Figure 1. Clock nets (run 1).
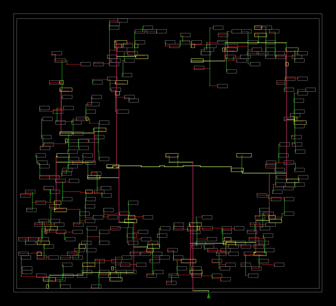
Figure 2. Supply network (run 1).
Pins as bars on the die edge.
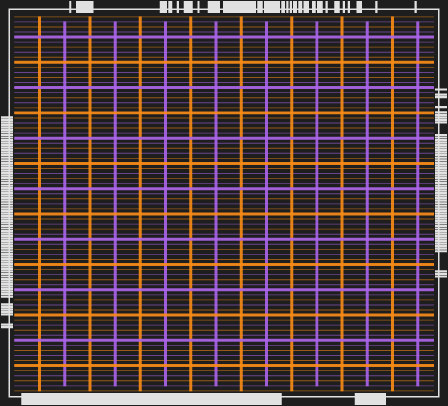
Figure 3. Sequential cells coloured by netlist name (run 1).
Other sequential cells in the stronger grey, the rest of the logic in the fainter grey.
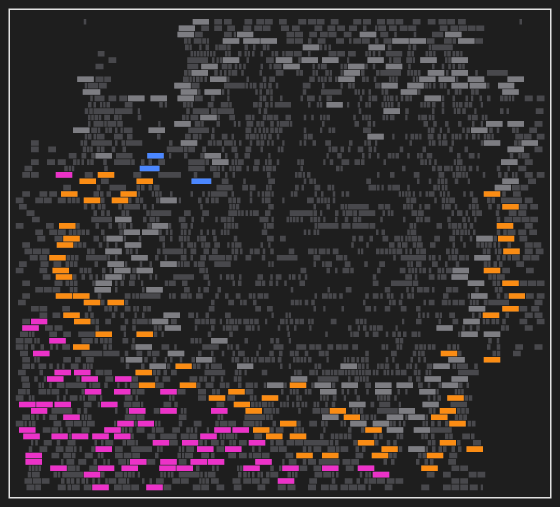
## config.mk

```make
export PLATFORM = sky130hd
export DESIGN_NAME = load_store_unit
export DESIGN_NICKNAME = d
export VERILOG_FILES = /design/src/rtl/load_store_unit.sv
export SDC_FILE = /design/constraint.sdc
export NUM_CORES = 1
export LEC_CHECK = 0
export ABC_AREA = 1
export ABC_CLOCK_PERIOD_IN_PS = 2100
export CORE_ASPECT_RATIO = 0.9
export CORE_MARGIN = 2
export CORE_UTILIZATION = 30
export CTS_CLUSTER_SIZE = 16
export DETAILED_ROUTE_END_ITERATION = 10
export SLEW_MARGIN = 30
export SYNTH_ARGS = -nofsm -noshare
export SYNTH_HDL_FRONTEND = slang
export SYNTH_SLANG_ARGS = --single-unit
```

## constraint.sdc

```tcl
create_clock -name clk -period 2.1 [get_ports clk]
set_input_delay 0.21 -clock clk [delete_from_list [all_inputs] [get_ports clk]]
set_output_delay 0.21 -clock clk [all_outputs]
set_load 0.01 [all_outputs]
```

## src/rtl/load_store_unit.sv

```systemverilog
// load_store_unit: multicycle RV32I/RV64I load/store engine in front of a
// request/acknowledge data memory. Handles B/H/W/D sizes, sign/zero
// extension of loads, read-modify-write for sub-word stores, misalignment
// detection and any number of memory wait states.
module load_store_unit #(
   parameter int XLEN = 64
) (
   input  logic            clk,
   input  logic            rst,
   input  logic            start,
   input  logic            is_store,
   input  logic [2:0]      funct3,
   input  logic [XLEN-1:0] addr,
   input  logic [XLEN-1:0] wdata,
   output logic            busy,
   output logic            done,
   output logic            err,
   output logic [XLEN-1:0] rdata,
   output logic            mem_req,
   output logic            mem_we,
   output logic [XLEN-1:0] mem_addr,
   output logic [XLEN-1:0] mem_wdata,
   input  logic [XLEN-1:0] mem_rdata,
   input  logic            mem_ack
);

   localparam int NBYTES = XLEN / 8;
   localparam int OFFW   = $clog2(NBYTES);

   typedef enum logic [1:0] {
      ST_IDLE,
      ST_RD,
      ST_WR,
      ST_DONE
   } state_t;

   state_t            state_q;
   state_t            state_d;

   logic              is_store_q;
   logic [2:0]        funct3_q;
   logic [OFFW-1:0]   off_q;
   logic [XLEN-1:0]   wdata_q;

   logic [OFFW-1:0]   align_mask;
   logic              illegal;
   logic              full_word;

   // Right-aligned byte-lane mask for an access of the given size code.
   function automatic logic [XLEN-1:0] lane_mask(input logic [1:0] size);
      logic [XLEN-1:0] m;
      m = '0;
      case (size)
         2'd0:    m[7:0]  = '1;
         2'd1:    m[15:0] = '1;
         2'd2:    m[31:0] = '1;
         default: m       = '1;
      endcase
      return m;
   endfunction

   // Move the addressed lane down to bit 0 and sign- or zero-extend it.
   function automatic logic [XLEN-1:0] load_extend(input logic [XLEN-1:0] word,
                                                   input logic [OFFW-1:0] off,
                                                   input logic [2:0]      f3);
      logic        [XLEN-1:0] lane;
      logic        [XLEN-1:0] zext;
      logic signed [XLEN-1:0] sext;
      lane = word >> {off, 3'b000};
      case (f3[1:0])
         2'd0: begin
            zext = XLEN'(lane[7:0]);
            sext = XLEN'($signed(lane[7:0]));
         end
         2'd1: begin
            zext = XLEN'(lane[15:0]);
            sext = XLEN'($signed(lane[15:0]));
         end
         2'd2: begin
            zext = XLEN'(lane[31:0]);
            sext = XLEN'($signed(lane[31:0]));
         end
         default: begin
            zext = lane;
            sext = lane;
         end
      endcase
      return f3[2] ? zext : sext;
   endfunction

   // Replace the addressed lanes of the read word with the low store bytes.
   function automatic logic [XLEN-1:0] store_merge(input logic [XLEN-1:0] word,
                                                   input logic [XLEN-1:0] wd,
                                                   input logic [OFFW-1:0] off,
                                                   input logic [1:0]      size);
      logic [XLEN-1:0] mask;
      mask = lane_mask(size) << {off, 3'b000};
      return (word & ~mask) | ((wd << {off, 3'b000}) & mask);
   endfunction

   // Classify the incoming request: legality and whether it covers a whole word.
   always_comb begin
      align_mask = OFFW'((4'd1 << funct3[1:0]) - 4'd1);
      full_word  = (funct3[1:0] == 2'(OFFW));
      illegal    = (funct3[1:0] > 2'(OFFW))
                || (!is_store && (funct3 == 3'b111))
                || (is_store && funct3[2])
                || ((addr[OFFW-1:0] & align_mask) != '0);
   end

   // FSM state register.
   always_ff @(posedge clk) begin
      if (!rst) state_q <= ST_IDLE;
      else      state_q <= state_d;
   end

   // FSM next state and handshake outputs.
   always_comb begin
      state_d = state_q;
      busy    = 1'b1;
      done    = 1'b0;
      mem_req = 1'b0;
      mem_we  = 1'b0;
      case (state_q)
         ST_IDLE: begin
            busy = 1'b0;
            if (start) begin
               if (illegal)                    state_d = ST_DONE;
               else if (is_store && full_word) state_d = ST_WR;
               else                            state_d = ST_RD;
            end
         end
         ST_RD: begin
            mem_req = 1'b1;
            if (mem_ack) state_d = is_store_q ? ST_WR : ST_DONE;
         end
         ST_WR: begin
            mem_req = 1'b1;
            mem_we  = 1'b1;
            if (mem_ack) state_d = ST_DONE;
         end
         default: begin
            done    = 1'b1;
            state_d = ST_IDLE;
         end
      endcase
   end

   // Operand capture, memory address/data registers and result registers.
   always_ff @(posedge clk) begin
      if (!rst) begin
         is_store_q <= 1'b0;
         funct3_q   <= '0;
         off_q      <= '0;
         wdata_q    <= '0;
         err        <= 1'b0;
         rdata      <= '0;
         mem_addr   <= '0;
         mem_wdata  <= '0;
      end else begin
         case (state_q)
            ST_IDLE: begin
               if (start) begin
                  is_store_q <= is_store;
                  funct3_q   <= funct3;
                  off_q      <= addr[OFFW-1:0];
                  wdata_q    <= wdata;
                  mem_addr   <= {addr[XLEN-1:OFFW], {OFFW{1'b0}}};
                  // Full-word stores write wdata as-is; sub-word stores
                  // overwrite this with the merged word before WR.
                  mem_wdata  <= wdata;
                  rdata      <= '0;
                  err        <= illegal;
               end
            end
            ST_RD: begin
               if (mem_ack) begin
                  if (is_store_q)
                     mem_wdata <= store_merge(mem_rdata, wdata_q, off_q, funct3_q[1:0]);
                  else
                     rdata <= load_extend(mem_rdata, off_q, funct3_q);
               end
            end
            default: ;
         endcase
      end
   end

endmodule

```

==> flow_summary_export.csv, run 1 <==
group,metric,value,unit
run_status,outcome,"completed",
power,ir_worst_vdd,705.1,uV
final_layout,largestClassByArea,"logic gates",
yosys,ff_type,"dfxtp_1",
clocking,root_buffer,"clkbuf_16",
final_layout,signal_buffers,548,
clocking,cts_setup_buffers,0,
clocking,path_clk_slew,60,ps
final_layout,fin_util,44.79,%
global_route,grtUsageMet3,7.486,%
min_path,min_from,"rst",
critical_path,critical_path_class,"reg2reg",
critical_path,cp_slowest_cell,"o21ai_0",
final_layout,final_layout_top_logic_cell,"nand2_1",
yosys,common_cells,"nand2_1 (550), o21ai_0 (314), nor2_1 (272), dfxtp_1 (263), a21oi_1 (238)",
routing,wl_met3,6843,um
power,leakagePower,8.079,nW
sta,fmax,479.3,MHz
floorplan,die_area,47830,um2
yosys,synth_area_leader_cell,"dfxtp_1",
routing,highest_layer,"met5",
yosys,ys_types,39,
sta,setup_viol_count_final,0,
final_layout,syn2layout_area_growth,47.25,%
min_path,hp-class,"in2reg",
global_route,grt_max_degree,80,
placed_design,dp_hpwl,54030,um
placed_design,routabilityCongestion,0.9752,
Notes on Figure 1 above:
clock skew: 27.57 ps
CTS Buf Count: 30
clk_buf instances: 42
clk ins delay skew pair: 600 ps

Notes on Figure 2 above:
Purple is VDD. Orange is VSS.
The core has 74 rows. 75 met1 rails follow the rows. 397 signal pins sit on the boundary.

Notes on Figure 3 above:
Magenta is mem_addr, sequential cells 61. Orange is mem_wdata, sequential cells 64. Blue is off_q, sequential cells 3.

## run 1: state kept, by name, indices dropped and copies added, names as in the netlist
register and cells:
wdata_q 64, state_q 2, is_store_q 1, err 1
rdata 64, funct3_q 3, off_q 3, mem_wdata 64
mem_addr 61
## run 1: worst max-delay path, delay by kind of cell (launching register included)
family	cells	cell delay (ps)
flip-flops	1	460
AND-OR/OR-AND	3	970
AND/OR/NAND/NOR	1	130
buffers and inverters	2	350
## run 1: kinds of logic (layout without fill, tap and decap cells)
group,after synthesis,count (layout)
fa+ha+maj,4,4
flops,263,263
other cells,1,3
compound gates,658,658
mux,4,4
buf+inv,262,693
simple gates,942,942
Figure 4. Gate-type map (run 1).
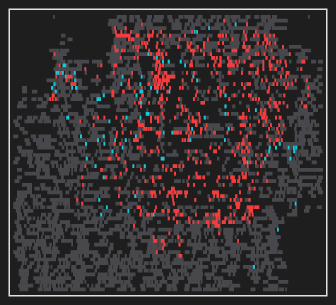

==> inputs of run 2 (changes only) <==
--- a/config.mk
+++ b/config.mk
@@ -10,6 +10,7 @@
 export CORE_ASPECT_RATIO = 0.9
 export CORE_MARGIN = 2
 export CORE_UTILIZATION = 30
+export CTS_CLUSTER_DIAMETER = 150
 export CTS_CLUSTER_SIZE = 16
 export DETAILED_ROUTE_END_ITERATION = 10
 export SLEW_MARGIN = 30
Figure 5. Gate-type map (run 2).
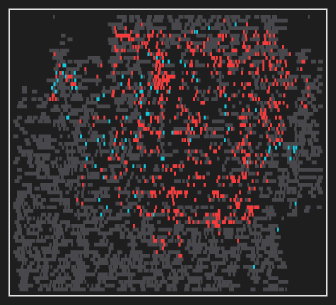
Cyan is inv cells, cells 90, most used inv_1. Red is nand cells, cells 645, most used nand2_1.

Figure 6. Clock nets (run 2).
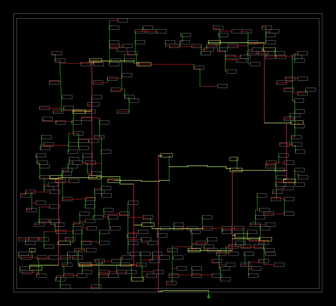
Clock group: 0.00359 W
clk ins delay skew pair: 560 ps
CTS Buf Count: 20
FF+latch count: 263
CTS sink cnt: 263

==> flow_summary_export.csv, run 2 <==
group,metric,value,unit
final_layout,fin_util,43.82,%
power,p_sw,0.01193,W
min_path,min_from,"rst",
final_layout,final_layout_top_logic_cell,"nand2_1",
floorplan,die_area,47830,um2
critical_path,cp.depth,6,
yosys,ff_type,"dfxtp_1",
global_route,grtUsageMet3,7.473,%
final_layout,largestClassByArea,"logic gates",
yosys,ys_sh_aoi,25.81,%
global_route,globalRouteMet2Util,42.04,%
final_layout,reg.largest.list,"mem_wdata x64, rdata x64, wdata_q x64",
yosys,synth_area_leader_cell,"dfxtp_1",
routing,highest_layer,"met5",
run_status,outcome,"complete, but fails checks",
sta,timing.hold.ws,112.5,ps
placed_design,routabilityCongestion,0.9752,
sta,skew,31.81,ps
yosys,common_cells,"nand2_1 (550), o21ai_0 (314), nor2_1 (272), dfxtp_1 (263), a21oi_1 (238)",
sta,fmax,466.4,MHz
yosys,simple_gate_share,27.07,%
global_route,grt_max_degree,80,
critical_path,path_buffers,2,
critical_path,cp_slowest_cell,"o21ai_0",
final_layout,drive_gt1_share,8.948,%
power,p_comb,0.0153,W
sta,setup_viol_count_final,1,
power,leakagePower,7.863,nW
run_status,violations,"setup timing",
placed_design,dp_hpwl,54030,um
power,power.total,0.02618,W
critical_path,cp_top_family,"AND-OR/OR-AND gates",
clocking,path_clk_slew,70,ps
yosys,ys_types,39,
final_layout,mostFrequentLayoutCells,"nand2_1 (545), clkdlybuf4s50_1 (390), o21ai_0 (301), nor2_1 (271), dfxtp_1 (260)",
routing,wl_met3,6681,um
yosys,xor_share,0,%
critical_path,critical_path_class,"reg2reg",
final_layout,syn2layout_area_growth,44.05,%
power,ir_worst_vdd,704.9,uV
clocking,root_buffer,"clkbuf_16",
final_layout,nClkBuffers,21,
min_path,hp-class,"in2reg",
sta,setup_ws,-43.94,ps
placed_design,dpl.cell_count,3114,
final_layout,signal_buffers,550,
-- run 2: worst register-to-register path, cell delays in order, from the launching register on --
cell      delay, ps
dfxtp_4         460
inv_4           170
buf_4           270
o21ai_0         680
nand2_1         130
o211ai_1        200
a21oi_1         110
-- run 2: worst max path at each step --
stage                    end  slack (ps)          start
6_report       mem_wdata[27]         -40       off_q[1]
5_1_grt            rdata[24]         -40       off_q[0]
4_1_cts            rdata[24]          20       off_q[0]
3_5_place_dp       rdata[24]        -180  mem_rdata[40]
3_3_place_gp       rdata[24]        -210  mem_rdata[40]
2_1_floorplan  mem_wdata[44]         270     state_q[0]
-- run 2: timing repair --
action,in CTS,in global routing
hold buffers,0,0
pin swaps,0,3
gates resized,9,28
gates cloned,0,4
setup endpoints to repair,8,83
setup buffers,0,4
==> inputs of run 3 (changes only) <==
--- a/config.mk
+++ b/config.mk
@@ -17,3 +17,4 @@
 export SYNTH_ARGS = -nofsm -noshare
 export SYNTH_HDL_FRONTEND = slang
 export SYNTH_SLANG_ARGS = --single-unit
+export TNS_END_PERCENT = 5
Figure 7. Clock nets (run 3).
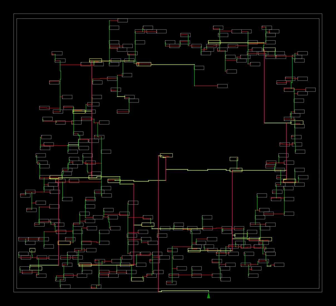
clk_buf instances: 21
clock skew: 32.41 ps
Clock group: 0.00360 W

Figure 8. Signal wires on met1 (run 3).
Supply wires on this layer in grey.
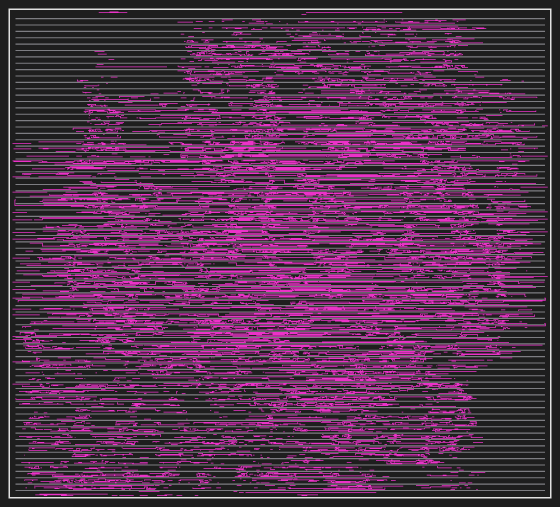
The longest straight run is 76.4 um. The layer holds 45% of the routed length.

==> flow_summary_export.csv, run 3 <==
group,metric,value,unit
run_status,outcome,"completed",
final_layout,largestClassByArea,"logic gates",
floorplan,die_area,47830,um2
placed_design,dp_hpwl,54030,um
clocking,cts_buffers,20,
yosys,ys_sh_aoi,25.81,%
power,p_comb,0.0151,W
power,leakagePower,7.819,nW
final_layout,flops,263,
clocking,cts_hold_buf,0,
placed_design,dpl.cell_count,3114,
clocking,cts_setup_buffers,0,
sta,timing.hold.ws,112.9,ps
global_route,grtUsageMet3,7.473,%
clocking,path_clk_slew,70,ps
clocking,root_buffer,"clkbuf_16",
critical_path,path_buffers,2,
critical_path,critical_path_class,"reg2reg",
final_layout,syn2layout_area_growth,43.27,%
yosys,ff_type,"dfxtp_1",
sta,fmax,479.3,MHz
yosys,ys_types,39,
power,power.total,0.02605,W
power,p_sw,0.01190,W
final_layout,mostFrequentLayoutCells,"nand2_1 (546), clkdlybuf4s50_1 (390), o21ai_0 (302), nor2_1 (271), dfxtp_1 (259)",
clocking,cts_sinks,263,
min_path,min_from,"rst",
critical_path,cp_top_family,"AND-OR/OR-AND gates",
final_layout,drive_gt1_share,8.613,%
final_layout,reg.largest.list,"mem_wdata x64, rdata x64, wdata_q x64",
yosys,common_cells,"nand2_1 (550), o21ai_0 (314), nor2_1 (272), dfxtp_1 (263), a21oi_1 (238)",
==> run 3: worst max path at each step <==
stage / endpoint / slack [ps] / depth (start not counted) / from
floorplan: mem_wdata[44] / 270 / 11 / state_q[0]
global placement: rdata[24] / -210 / 10 / mem_rdata[40]
detailed placement: rdata[24] / -180 / 10 / mem_rdata[40]
CTS: mem_wdata[18] / -10 / 8 / off_q[0]
global route: mem_wdata[59] / -60 / 10 / off_q[0]
finish: mem_wdata[27] / 10 / 7 / off_q[1]
==> run 3: repair_timing <==
item | 4_1_cts | 5_1_grt
gates resized | 8 | 24
endpoints found under the setup margin | 8 | 83
cloned | 0 | 2
==> run 3: layer usage <==
layer  routed length (um)  vias up
li1                     -     7856
met5                   25        -
met3                 6438       89
met1                31610     7746
met2                29920      723
met4                 1895        4
Power figures rest on the tool's default switching activity, not on a simulated workload.
